[config.mk]
export PLATFORM = sky130hd
export DESIGN_NAME = riscv_parcel_queue
export DESIGN_NICKNAME = d
export VERILOG_FILES = /design/src/rtl/riscv_parcel_queue.sv
export SDC_FILE = /design/constraint.sdc
export NUM_CORES = 1
export LEC_CHECK = 0
export ABC_AREA = 1
export CAP_MARGIN = 30
export CORE_MARGIN = 2
export CORE_UTILIZATION = 35
export CTS_CLUSTER_SIZE = 10
export DETAILED_ROUTE_END_ITERATION = 6
export HOLD_SLACK_MARGIN = 0.1
export SKIP_CTS_REPAIR_TIMING = 1
export SLEW_MARGIN = 15
export SYNTH_ARGS = -nofsm -noshare
export SYNTH_HDL_FRONTEND = slang
export SYNTH_SLANG_ARGS = --single-unit
[constraint.sdc]
create_clock -name clk -period 5.9 [get_ports clk]
set_clock_uncertainty 0.05 [all_clocks]
set_input_delay 1.18 -clock clk [delete_from_list [all_inputs] [get_ports clk]]
set_output_delay 1.18 -clock clk [all_outputs]
set_load 0.01 [all_outputs]
[src/rtl/riscv_parcel_queue.sv]
// riscv_parcel_queue: halfword circular buffer that reassembles fetch parcels into 16/32-bit instructions with PC and fault tracking
module riscv_parcel_queue #(
  parameter int                XLEN                           = 32,
  parameter logic [XLEN-1:0]   PC_INIT                        = 'h200,
  parameter int                PARCEL_SIZE                    = 32,
  parameter int                DEPTH                          = 8,
  parameter bit                HAS_RVC                        = 1,
  parameter int                EXCEPTION_SIZE                 = 12,
  parameter int                CAUSE_MISALIGNED_INSTRUCTION   = 0,
  parameter int                CAUSE_INSTRUCTION_ACCESS_FAULT = 1,
  parameter logic [31:0]       INSTR_NOP                      = 32'h0000_0013,
  localparam int               P                              = PARCEL_SIZE / 16,
  localparam int               AW                             = $clog2(DEPTH),
  localparam int               CW                             = $clog2(DEPTH + 1)
) (
  input  logic                      clk,
  input  logic                      rstn,
  input  logic                      flush,
  input  logic [XLEN-1:0]           flush_pc,
  input  logic [PARCEL_SIZE-1:0]    parcel,
  input  logic [P-1:0]              parcel_valid,
  input  logic                      parcel_misaligned,
  input  logic                      parcel_fault,
  output logic                      parcel_ready,
  output logic [31:0]               instr,
  output logic [XLEN-1:0]           instr_pc,
  output logic                      instr_valid,
  input  logic                      instr_ready,
  output logic                      instr_is16,
  output logic [EXCEPTION_SIZE-1:0] instr_exception,
  output logic [CW-1:0]             count
);
  logic [15:0]            r_data [DEPTH];
  logic [DEPTH-1:0]       r_mis, r_flt;
  logic [AW-1:0]          r_wptr, r_rptr;
  logic [CW-1:0]          r_count;
  logic [XLEN-1:0]        r_pc;
  logic [CW-1:0]          w_npush, w_npop;
  logic [PARCEL_SIZE-1:0] w_shift;
  logic [AW-1:0]          w_rptr1;
  logic                   w_is16, w_two, w_valid, w_push, w_pop, w_mis, w_flt;
  always_comb begin
    w_npush = '0;
    for (int i = 0; i < P; i++) w_npush = w_npush + CW'(parcel_valid[i]);
  end
  // valid halfwords form a run ending at the top, so drop the invalid low ones
  assign w_shift      = parcel >> (16 * (P - int'(w_npush)));
  assign parcel_ready = (int'(r_count) + P) <= DEPTH;
  assign w_push       = |parcel_valid && parcel_ready && !flush;
  assign w_rptr1      = r_rptr + AW'(1);
  assign w_is16       = HAS_RVC && (r_data[r_rptr][1:0] != 2'b11);
  assign w_two        = !w_is16 && (r_count >= CW'(2));
  assign w_mis        = r_mis[r_rptr] | (w_two & r_mis[w_rptr1]);
  assign w_flt        = r_flt[r_rptr] | (w_two & r_flt[w_rptr1]);
  // a faulting head is released early so the exception is not stuck behind a missing half
  assign w_valid      = (r_count >= (w_is16 ? CW'(1) : CW'(2))) ||
                        ((r_count != '0) && (r_mis[r_rptr] || r_flt[r_rptr]));
  assign w_pop        = w_valid && instr_ready;
  assign w_npop       = w_pop ? (w_two ? CW'(2) : CW'(1)) : '0;
  assign instr        = !w_valid ? INSTR_NOP :
                        w_is16 ? {16'h0, r_data[r_rptr]} : {r_data[w_rptr1], r_data[r_rptr]};
  assign instr_valid  = w_valid;
  assign instr_is16   = w_is16;
  assign instr_pc     = r_pc;
  assign count        = r_count;
  always_comb begin
    instr_exception = '0;
    instr_exception[CAUSE_MISALIGNED_INSTRUCTION]   = w_valid & w_mis;
    instr_exception[CAUSE_INSTRUCTION_ACCESS_FAULT] = w_valid & w_flt;
  end
  always_ff @(posedge clk)
    if (w_push)
      for (int k = 0; k < P; k++)
        if (k < int'(w_npush)) begin
          r_data[r_wptr + AW'(k)] <= w_shift[16*k +: 16];
          r_mis[r_wptr + AW'(k)]  <= parcel_misaligned;
          r_flt[r_wptr + AW'(k)]  <= parcel_fault;
        end
  always_ff @(posedge clk or negedge rstn)
    if (!rstn) begin
      r_count <= '0;
      r_wptr  <= '0;
      r_rptr  <= '0;
      r_pc    <= PC_INIT;
    end else if (flush) begin
      r_count <= '0;
      r_wptr  <= '0;
      r_rptr  <= '0;
      r_pc    <= flush_pc;
    end else begin
      r_count <= r_count + (w_push ? w_npush : '0) - w_npop;
      r_wptr  <= r_wptr + (w_push ? AW'(w_npush) : '0);
      r_rptr  <= r_rptr + AW'(w_npop);
      if (w_pop) r_pc <= r_pc + (w_is16 ? XLEN'(2) : XLEN'(4));
    end
endmodule
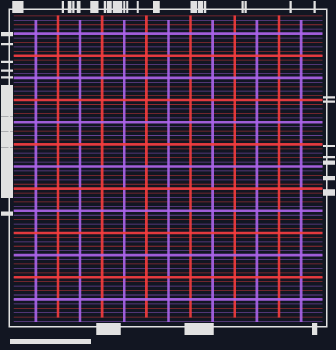
*Power grid*
Scale bar: 50 microns. Pins as bars on the die edge.
legend:
  VDD:
    colour: red
  VSS:
    colour: purple
met5 straps: 13
signal pins: 155
rows: 69
met4 straps: 13
met1 rails: 70
Max IR drop VDD: 0.254 mV
core area: 35600 sq um
Die Ht: 194 microns
Die W: 194 microns

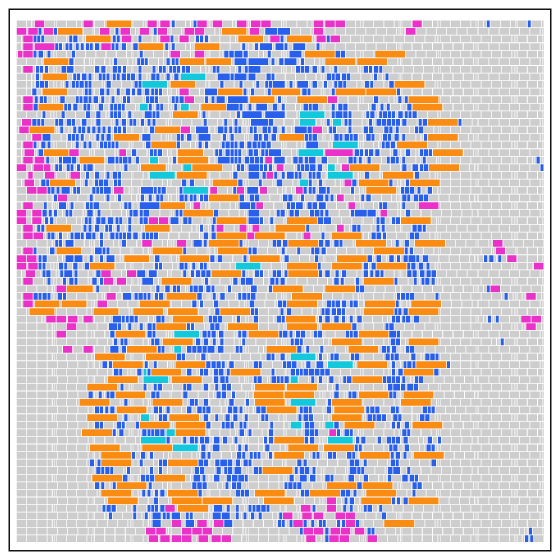
*Placed cells, one colour a class*
Fill, decap, tap and diode cells in grey.
legend:
  clock drivers and dummy loads:
    colour: cyan
    cells: 32
    share_of_their_area: 3.9%
  flip-flops:
    colour: orange
    cells: 186
    share_of_their_area: 38%
  all other logic:
    colour: blue
    cells: 1424
    share_of_their_area: 47%
  other buffers and delay cells:
    colour: magenta
    cells: 170
    share_of_their_area: 12%
Final Cell Area: 14800 sq um
Util after Layout: 41.7%
sequential share of cell area: 36.2%

==> results.py <==
# Metrics from the implementation run
metrics = {
    "die": {
        "rows": 69,
        "taps": 461,
        "initial_core_util_pct": 35.5,
    },
    "critical_path": {
        "r2r-end": "count[3]$_DFF_PN0_",
        "required_ns": 4.67,
        "slowest_stage": "dfrtp_4",
        "slowest_delay_ns": 0.65,
        "critPathCaptureType": "output pin",
        "r2r-start": "r_rptr[0]$_DFF_PN0_",
        "cp_top_family": "buffers and inverters",
        "crit_path_start_kind": "flop",
        "crit_buf_inv": 2,
        "rrSetupSlack_ns": 1.64,
        "critPathMostFrequentCell": "nand2_1",
    },
    "detailed_routing": {
        "drc_errors": 0,
        "dr.first_iter.drc_count": 1094,
        "routed_wirelength_mm": 41.6,
    },
    "final_timing": {
        "holdWs_ns": 0.434,
        "drv_slew": 0,
    },
    "global_routing": {
        "grt_pass1_wl_mm": 64.9,
        "antenna_found_initial": 3,
    },
    "synthesis": {
        "ys_seq_share_pct": 42.5,
        "synth_cells": 1716,
        "top_cells_by_area": "edfxtp_1 (34%), nand2_1 (13%), o21ai_0 (9.1%), dfrtp_1 (8.1%), a21oi_1 (6.4%)",
        "synthMostInstantiatedCell": "nand2_1",
        "yosys-top-cells-count": "nand2_1 (440), o21ai_0 (230), nor2_1 (197), a21oi_1 (162), edfxtp_1 (144)",
        "async_flop_share_pct": 22.6,
    },
    "place": {
        "post_dp_cell_area_sq_um": 14300,
    },
    "layout": {
        "nNonClkInverters": 147,
        "fin_cells": 2274,
        "fillers": 3629,
        "nClkBuffers": 17,
        "nNetsFinal": 1896,
        "comb_share_pct": 41.1,
    },
    "pwr": {
        "p_clk_share_pct": 16.9,
        "largestPowerGroup": "combinational logic",
        "p_sw_share_pct": 45.9,
        "seq_power_share_pct": 28.1,
        "p_switching_mw": 3.06,
    },
    "job": {
        "cap_violations": 0,
    },
    "status": {
        "status": "completed",
    },
    "clocking": {
        "cts_buffer_depth": 2,
    },
}
[per-layer routing]
metal  up-vias  wire length, microns  track usage, %
met2       475                 19500            35.9
met1      5620                 18100            29.5
li1       5903                     -               -
met5         -                    27               0
met4         4                   766            6.51
met3        52                  3230            3.95
[cell families (layout without fill, tap and decap cells)]
| family | count (synthesis) | count (layout) | share of synthesized area [%] |
|---|---|---|---|
| buf+inv | 262 | 349 | 9.45 |
| flops | 186 | 186 | 42.5 |
| compound gates | 465 | 465 | 19.6 |
| simple gates | 764 | 764 | 24.7 |
| xor+xnor | 13 | 13 | 0.901 |
| fa+ha+maj | 25 | 25 | 2.77 |
| other cells | 1 | 11 | 0.0297 |
[sequential cells by signal, summed over array words and instances, names as in the netlist]
register  count
r_data      128
r_rptr        3
count         4
r_flt         8
r_mis         8
instr_pc     32
r_wptr        3
Power figures rest on the tool's default switching activity, not on a simulated workload.
